==> run_1/cell_classes.png <==
(2 px per um) Fill, decap, tap and diode cells in gray.
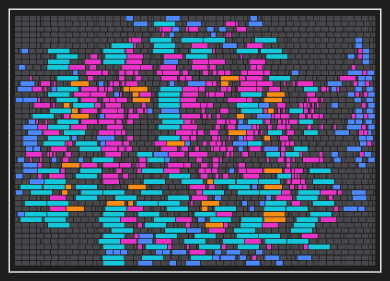
==> run_1/met2.png <==
(2 px per um)
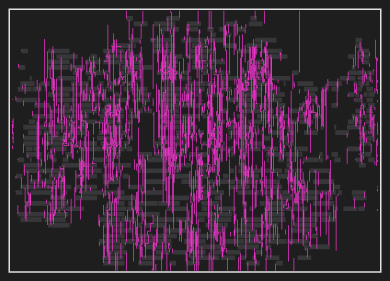
==> run_1/clock_map.png <==
(3 px per um)
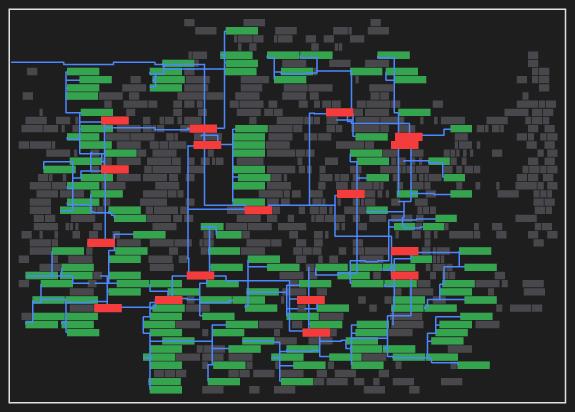
--- config.mk ---
export PLATFORM = sky130hd
export DESIGN_NAME = store_write_buffer_flat
export DESIGN_NICKNAME = d
export VERILOG_FILES = /design/src/rtl/store_write_buffer_if.sv /design/src/rtl/store_write_buffer.sv /design/src/flat_wrapper.sv
export SDC_FILE = /design/constraint.sdc
export NUM_CORES = 1
export LEC_CHECK = 0
export CAP_MARGIN = 20
export CORE_ASPECT_RATIO = 0.7
export CORE_MARGIN = 2
export CORE_UTILIZATION = 35
export CTS_CLUSTER_DIAMETER = 60
export DETAILED_ROUTE_END_ITERATION = 10
export PLACE_DENSITY = 0.55
export SLEW_MARGIN = 20
export SYNTH_ARGS = -nofsm -noshare
export SYNTH_HDL_FRONTEND = slang
export SYNTH_SLANG_ARGS = --single-unit
--- constraint.sdc ---
create_clock -name clk -period 4.1 [get_ports clk]
set_input_delay 0.41 -clock clk [delete_from_list [all_inputs] [get_ports clk]]
set_output_delay 0.41 -clock clk [all_outputs]
set_load 0.1 [all_outputs]
--- src/rtl/store_write_buffer_if.sv ---
// CPU-side and memory-side bus of the store write buffer.
// slave: the buffer's view; master: the CPU/memory environment's view.
interface store_write_buffer_if #(
  parameter int unsigned N = 16,
  parameter int unsigned A = 16
);
  logic         cpu_Valid;
  logic         cpu_RW;
  logic [A-1:0] cpu_Address;
  logic [N-1:0] cpu_Dout;
  logic [N-1:0] cpu_Din;
  logic         stall;
  logic [A-1:0] mem_Address;
  logic         mem_RW;
  logic [N-1:0] mem_Dout;
  logic [N-1:0] mem_Din;

  modport slave (
    input  cpu_Valid, cpu_RW, cpu_Address, cpu_Dout, mem_Din,
    output cpu_Din, stall, mem_Address, mem_RW, mem_Dout
  );

  modport master (
    output cpu_Valid, cpu_RW, cpu_Address, cpu_Dout, mem_Din,
    input  cpu_Din, stall, mem_Address, mem_RW, mem_Dout
  );
endinterface

--- src/rtl/store_write_buffer.sv ---
// Posted-write buffer between CPU and memory: stores queue and drain on free port cycles.
// Optional macro WB_FORWARD_EN: loads hitting buffered stores are forwarded instead of stalled.
module store_write_buffer #(
  parameter int unsigned N        = 16,
  parameter int unsigned A        = 16,
  parameter int unsigned DEPTH    = 4,
  parameter int unsigned MAX_WAIT = 8
) (
  input  logic                 clk,
  input  logic                 reset,
  store_write_buffer_if.slave  bus
);

  localparam int unsigned PW = (DEPTH > 1) ? $clog2(DEPTH) : 1;
  localparam int unsigned CW = PW + 1;
  localparam int unsigned SW = $clog2(MAX_WAIT + 1);

  typedef struct packed {
    logic [A-1:0] addr;
    logic [N-1:0] data;
  } entry_t;

  entry_t         buf_q [DEPTH];
  logic [PW-1:0]  head_q, head_d;
  logic [PW-1:0]  tail_q, tail_d;
  logic [CW-1:0]  count_q, count_d;
  logic [SW-1:0]  starve_q, starve_d;
  logic           fwd_hit_q, fwd_hit_d;
  logic [N-1:0]   fwd_data_q, fwd_data_d;

  logic           rd_c, wr_c, nonempty_c, force_c;
  logic           match_c, stall_c, issue_c, pop_c, push_c;
  logic [N-1:0]   match_data_c;
  entry_t         head_entry_c;

  assign rd_c         = bus.cpu_Valid & bus.cpu_RW;
  assign wr_c         = bus.cpu_Valid & ~bus.cpu_RW;
  assign nonempty_c   = (count_q != '0);
  assign force_c      = (starve_q == SW'(MAX_WAIT)) & nonempty_c;
  assign head_entry_c = buf_q[head_q];

  // Scan oldest to youngest so the youngest matching entry wins.
  always_comb begin
    match_c      = 1'b0;
    match_data_c = '0;
    for (int k = 0; k < int'(DEPTH); k++) begin
      if ((CW'(k) < count_q) && (buf_q[head_q + PW'(k)].addr == bus.cpu_Address)) begin
        match_c      = 1'b1;
        match_data_c = buf_q[head_q + PW'(k)].data;
      end
    end
  end

`ifdef WB_FORWARD_EN
  assign stall_c   = reset & rd_c & force_c;
  assign fwd_hit_d = issue_c & match_c;
`else
  assign stall_c   = reset & rd_c & (force_c | match_c);
  assign fwd_hit_d = 1'b0;
`endif

  assign issue_c = reset & rd_c & ~stall_c;
  assign pop_c   = reset & ~issue_c & nonempty_c;
  assign push_c  = reset & wr_c;

  // Memory port arbitration; held idle while reset is low so no partial write escapes.
  always_comb begin
    bus.mem_RW      = 1'b1;
    bus.mem_Address = bus.cpu_Address;
    bus.mem_Dout    = '0;
    bus.stall       = stall_c;
    bus.cpu_Din     = fwd_hit_q ? fwd_data_q : bus.mem_Din;
    if (!reset) begin
      bus.mem_Address = '0;
      bus.cpu_Din     = '0;
    end else if (pop_c) begin
      bus.mem_RW      = 1'b0;
      bus.mem_Address = head_entry_c.addr;
      bus.mem_Dout    = head_entry_c.data;
    end
  end

  // Next-state for pointers, occupancy, starvation and forwarding registers.
  always_comb begin
    head_d     = head_q;
    tail_d     = tail_q;
    count_d    = count_q;
    starve_d   = starve_q;
    fwd_data_d = fwd_data_q;
    if (push_c) tail_d = tail_q + PW'(1);
    if (pop_c)  head_d = head_q + PW'(1);
    case ({push_c, pop_c})
      2'b10:   count_d = count_q + CW'(1);
      2'b01:   count_d = count_q - CW'(1);
      default: count_d = count_q;
    endcase
    if (pop_c || !nonempty_c) begin
      starve_d = '0;
    end else if (starve_q != SW'(MAX_WAIT)) begin
      starve_d = starve_q + SW'(1);
    end
    if (issue_c) fwd_data_d = match_data_c;
  end

  always_ff @(posedge clk) begin
    if (!reset) begin
      head_q     <= '0;
      tail_q     <= '0;
      count_q    <= '0;
      starve_q   <= '0;
      fwd_hit_q  <= 1'b0;
      fwd_data_q <= '0;
    end else begin
      head_q     <= head_d;
      tail_q     <= tail_d;
      count_q    <= count_d;
      starve_q   <= starve_d;
      fwd_hit_q  <= fwd_hit_d;
      fwd_data_q <= fwd_data_d;
    end
  end

  // Entry storage needs no reset: occupancy alone defines which slots are valid.
  always_ff @(posedge clk) begin
    if (push_c) begin
      buf_q[tail_q] <= '{addr: bus.cpu_Address, data: bus.cpu_Dout};
    end
  end

endmodule

--- src/flat_wrapper.sv ---
// flat-port wrapper written by rule: the top's interface ports become plain ports
module store_write_buffer_flat 
#(
  parameter int unsigned N        = 16,
  parameter int unsigned A        = 16,
  parameter int unsigned DEPTH    = 4,
  parameter int unsigned MAX_WAIT = 8
)
  (clk, reset, bus_cpu_Valid, bus_cpu_RW, bus_cpu_Address, bus_cpu_Dout, bus_mem_Din, bus_cpu_Din, bus_stall, bus_mem_Address, bus_mem_RW, bus_mem_Dout);
  store_write_buffer_if #(.N(N), .A(A)) bus_i ();
  input  logic clk;
  input  logic reset;
  input wire logic [$bits(bus_i.cpu_Valid)-1:0] bus_cpu_Valid;
  input wire logic [$bits(bus_i.cpu_RW)-1:0] bus_cpu_RW;
  input wire logic [$bits(bus_i.cpu_Address)-1:0] bus_cpu_Address;
  input wire logic [$bits(bus_i.cpu_Dout)-1:0] bus_cpu_Dout;
  input wire logic [$bits(bus_i.mem_Din)-1:0] bus_mem_Din;
  output wire logic [$bits(bus_i.cpu_Din)-1:0] bus_cpu_Din;
  output wire logic [$bits(bus_i.stall)-1:0] bus_stall;
  output wire logic [$bits(bus_i.mem_Address)-1:0] bus_mem_Address;
  output wire logic [$bits(bus_i.mem_RW)-1:0] bus_mem_RW;
  output wire logic [$bits(bus_i.mem_Dout)-1:0] bus_mem_Dout;
  assign bus_i.cpu_Valid = bus_cpu_Valid;
  assign bus_i.cpu_RW = bus_cpu_RW;
  assign bus_i.cpu_Address = bus_cpu_Address;
  assign bus_i.cpu_Dout = bus_cpu_Dout;
  assign bus_i.mem_Din = bus_mem_Din;
  assign bus_cpu_Din = bus_i.cpu_Din;
  assign bus_stall = bus_i.stall;
  assign bus_mem_Address = bus_i.mem_Address;
  assign bus_mem_RW = bus_i.mem_RW;
  assign bus_mem_Dout = bus_i.mem_Dout;
  store_write_buffer #(.N(N), .A(A), .DEPTH(DEPTH), .MAX_WAIT(MAX_WAIT)) u_core (.clk(clk), .reset(reset), .bus(bus_i));
endmodule
==> out/metrics.csv, run 1 <==
stage,metric,value,unit
die,Chip Area,0.0242,mm2
cts,clock root cell,clkbuf_16,
final_layout,Antenna Diode Count,0,
global_routing,GR Overflow Total,0,
worst_setup_path,critical path type,register to output port,
die,chip width,185,um
worst_setup_path,Setup crit end kind,output port,
final_layout,Fillers,1942,
sta,final hold slack,510,ps
logic_synthesis,"XOR-XNOR Cells, Area Fraction",0.0742,
die,Ports,102,
global_routing,GR Util All Layers,0.169,
global_routing,initial antenna violation count,0,
logic_synthesis,cell with the most instances after synthesis,edfxtp_1,
place,placed inst area,0.00976,mm2
worst_setup_path,worst path cell trace,buf_4 -> mux4_2 -> xnor2_1 -> nand4_1 -> nor4_2 -> a22oi_1 -> and3_4 -> a21oi_4 -> buf_4 -> clkbuf_16 -> mux2i_2 -> buf_12,
global_routing,global-route wire length before repair,30000,um
die,row count,46,
final_layout,Layout Cells excl Fill,969,
logic_synthesis,comb area leader,multiplexers,
status,status,finished clean,
power_and_ir_drop,internal cell power,3.38,mW
detailed_routing,Routed Antenna Nets,0,
logic_synthesis,most frequent cells after synthesis,"edfxtp_1 (128), mux4_2 (65), xnor2_1 (50)",
logic_synthesis,number of enable flip-flop cells,128,
final_layout,share of layout cells above drive strength 1,0.311,
detailed_routing,uppermost layer routed,met4,
job,max_cap viols,0,
global_routing,vias in the first global route,5139,
logic_synthesis,"Seq/Total Area, Yosys",0.512,
power_and_ir_drop,Psw,1.70,mW
detailed_routing,DRT Pass-1 Iters,4,
sta,Final setup viols,0,
sta,endpoints failing hold,0,
worst_setup_path,"delay-heaviest family, CP",multiplexers,
power_and_ir_drop,P_comb,1.87,mW
sta,Worst-Margin Slew,971,ps
cts,Num CTS Buffers,17,
logic_synthesis,ao+oa area frac,0.0231,
final_layout,nets@finish,707,
## Picture notes: cell_classes.png
[clock drivers and dummy loads] orange | cells: 32
[other buffers and delay cells] blue | cells: 136
[all other logic] magenta | cells: 348
[flip-flops] cyan | cells: 141
sequential portion of the cell area: 0.384
Final Instance Area: 0.0107 mm2
Core Box Area: 0.0226 mm2
Final Util: 0.475

## Picture notes: met2.png
share of all routed wire: 46%
wire length on this layer: 9,270 um
longest straight run: 61.9 um
Detailed Route WL: 20,200 um
met2 usage: 0.266
routed via count: 5,080

## Picture notes: clock_map.png
[clock wires] blue | length: 1,870 um
[cells driving clock nets] red | count: 17
[flip-flops] green | count: 141
flops lie: spread over the die
Worst Skew: 9.70 ps
worst skew pair latency: 430 ps
clock group power: 1.57 mW
Clk pwr share: 0.309

-- run 1: layout by cell type (no fill, tap or decap), types with 4 or more instances in the layout --
master	synthesis	routed
o21ai_0	5	5
dfxtp_1	13	10
nand3_1	5	5
and2_1	21	21
mux2i_1	31	15
mux4_1	9	8
mux4_2	65	66
edfxtp_1	128	128
nor2_1	4	4
clkbuf_16	0	20
mux2i_2	0	8
xor2_1	18	18
inv_6	0	5
and3_1	21	21
clkinv_4	0	5
buf_12	1	40
ha_1	11	11
inv_1	12	12
a21oi_1	5	5
buf_4	5	25
nor4_1	8	6
nand2_1	45	45
clkdlybuf4s50_1	0	66
nand4_1	7	7
xnor2_1	50	42
xnor2_2	0	8
mux2i_4	0	8
-- run 1: layout make-up --
| class | count | area [um2] | area share |
|---|---|---|---|
| clock inverters | 15 | 178 | 0.0166 |
| well taps | 312 | 390 | 0.0365 |
| multi-input cells | 336 | 3810 | 0.356 |
| flip-flops and latches | 141 | 4110 | 0.384 |
| repair buffers | 136 | 1740 | 0.163 |
| inverters | 12 | 45.0 | 0.00421 |
| clock buffers | 17 | 425 | 0.0397 |
-- run 1: worst max path at each step --
stage                     startpoint                   to  slack [ps]
finish                      register  bus_mem_Address[10]         120
global route                register   bus_mem_Address[7]         -50
CTS                 u_core.head_q[0]   bus_mem_Address[2]          -3
detailed placement          register    u_core.count_q[2]         340
global placement            register    u_core.count_q[2]         410
floorplan           u_core.head_q[1]  bus_mem_Address[10]        -330
-- run 1: worst min-delay path, delay by kind of cell, from the launching register on --
kind / cells / cell delay, ps
DFF: 1 / 340
and+or+nand+nor: 1 / 60
AOI/OAI and AO/OA: 1 / 60
-- run 1: state kept, by name, indices dropped and copies added, names as in the netlist, named ones only --
signal           flops
u_core.count_q       3
u_core.starve_q      4
u_core.buf_q       128
u_core.tail_q        2
u_core.head_q        2
==> run_1/pins.png <==
(1.5 px per um) Pins as bars across the die edge, other pins in gray.
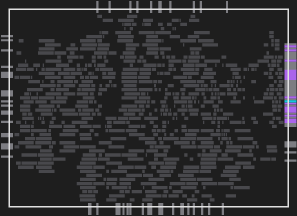

==> run 2: changes to the inputs <==
--- a/config.mk
+++ b/config.mk
@@ -6,12 +6,12 @@
 export NUM_CORES = 1
 export LEC_CHECK = 0
 export CAP_MARGIN = 20
-export CORE_ASPECT_RATIO = 0.7
+export CORE_ASPECT_RATIO = 0.9
 export CORE_MARGIN = 2
-export CORE_UTILIZATION = 35
+export CORE_UTILIZATION = 50
 export CTS_CLUSTER_DIAMETER = 60
 export DETAILED_ROUTE_END_ITERATION = 10
-export PLACE_DENSITY = 0.55
+export PLACE_DENSITY = 0.73
 export SLEW_MARGIN = 20
 export SYNTH_ARGS = -nofsm -noshare
 export SYNTH_HDL_FRONTEND = slang
==> run_2/pins.png <==
(2 px per um) Pins as bars across the die edge, other pins in gray.
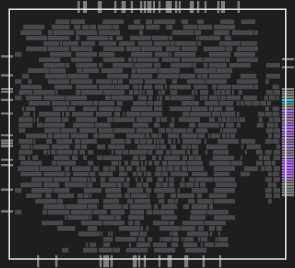
[bus_mem_Din] purple | pins: 16 | direction: input | edge: right
[reset] cyan | pins: 1 | direction: input | edge: right
chip width: 138 um
port buffer count: 101
die height: 124 um

==> run 2 against run 1 <==
Net effect: cell count down 11%; via count up 3.5%; register-to-register slack about the same; wire length down 3.2%; critical path type unchanged; clock power down about 10%.
==> out/metrics.csv, run 2 <==
stage,metric,value,unit,change
final_layout,most flop-heavy register,u_core.buf_q,,
die,Chip Area,0.0171,mm2,-29%
final_layout,share of layout cells above drive strength 1,0.290,,-0.0209
power_and_ir_drop,Psw,1.62,mW,-4.9%
detailed_routing,routed via count,5258,,+3.5%
detailed_routing,Routed Antenna Nets,0,,unchanged
final_layout,max reg flops,128,,unchanged
detailed_routing,Detailed Route WL,19500,um,-3.2%
sta,Worst-Margin Slew,964,ps,-7.08 ps
global_routing,global-route wire length before repair,29700,um,-1.2%
worst_setup_path,"delay-heaviest family, CP",multiplexers,,
power_and_ir_drop,Clk pwr share,0.288,,-0.021
global_routing,initial antenna violation count,0,,unchanged
power_and_ir_drop,P_comb,1.79,mW,-4%
final_layout,Largest regs,"u_core.buf_q x128, u_core.starve_q x4, u_core.count_q x3",,
final_layout,Final Instance Area,0.0103,mm2,-3.3%
final_layout,most common logic cells in the final layout,"edfxtp_1 (128), mux4_2 (66), clkdlybuf4s50_1 (66), xnor2_1 (48), nand2_1 (45)",,
sta,Final setup viols,0,,unchanged
cts,clock root cell,clkbuf_16,,
die,Ports,102,,unchanged
final_layout,nets@finish,706,,-0.14%
logic_synthesis,most frequent cells after synthesis,"edfxtp_1 (128), mux4_2 (65), xnor2_1 (50)",,
sta,final hold slack,513,ps,+3.16 ps
detailed_routing,DRT Pass-1 Iters,5,,+1
status,status,finished clean,,
die,row count,43,,-6.5%
power_and_ir_drop,internal cell power,3.20,mW,-5.4%
final_layout,Final Util,0.666,,+0.191
sta,endpoints failing hold,0,,unchanged
die,Core Box Area,0.0155,mm2,-31%
worst_setup_path,worst path cell trace,buf_12 -> buf_4 -> mux4_2 -> xnor2_1 -> nand4_1 -> nor4_2 -> a22oi_1 -> and3_4 -> a21oi_4 -> buf_12 -> mux2i_1 -> buf_12,,
worst_setup_path,critical path type,register to output port,,
global_routing,GR Overflow Total,0,,unchanged
cts,worst skew pair latency,430,ps,about the same
worst_setup_path,Setup crit end kind,output port,,
logic_synthesis,"Seq/Total Area, Yosys",0.512,,unchanged
logic_synthesis,number of enable flip-flop cells,128,,unchanged
run 2: worst reg2reg max path: cells and delay by family (launching register included):
kind            cells  cell delay, ps
xor+xnor            1             180
flops               1             380
compound gates      3             500
buf+inv             4             670
mux                 1             520
fa+ha+maj           1             280
simple gates        5            1160
run 2: area by class of cell:
cell class	count	area, um2
fillers	1052	5200
flip-flops and latches	141	4110
multi-input cells	336	3700
repair buffers	135	1710
clock buffers	20	437
well taps	202	253
clock inverters	12	91.3
inverters	12	45.0
run 2: path summary, 6_finish.rpt:
path              cells after the start  slack (ps)                 end
setup / recovery                     12         120  bus_mem_Address[1]
hold / removal                        2         510    u_core.tail_q[1]
setup reg to reg                     15         340   u_core.count_q[2]
hold reg to reg                       2         510    u_core.tail_q[1]
run 2: stage by stage:
stage	setup slack [ps]	total power, mW	cells	TNS, ps
5_1_grt	-7.84	4.97	858	-23.6
2_1_floorplan	-325	2.87	535	-4550
3_5_place_dp	304	3.36	816	0
3_3_place_gp	425	3.33	816	0
6_report	117	4.82	858	0
4_1_cts	7.15	4.74	848	0
run 2: cell families after synthesis:
kind of cell    after synthesis  share of synthesized area
mux                         107                      0.253
xor+xnor                     68                     0.0742
simple gates                124                     0.0822
flops                       141                      0.512
buf+inv                      58                     0.0384
compound gates               26                     0.0231
fa+ha+maj                    11                     0.0172
run 2: metal layers:
metal	track usage	vias up
met4	0.0793	0
li1	-	2294
met2	0.393	249
met1	0.316	2680
met5	0	-
met3	0.0501	35
run 2: timing repair:
item,CTS,global route
endpoints found under the setup margin,16,32
pin swaps,0,2
gates resized,2,19
gates cloned,0,1
setup buffers,0,9
Power and IR drop assume default switching activity.
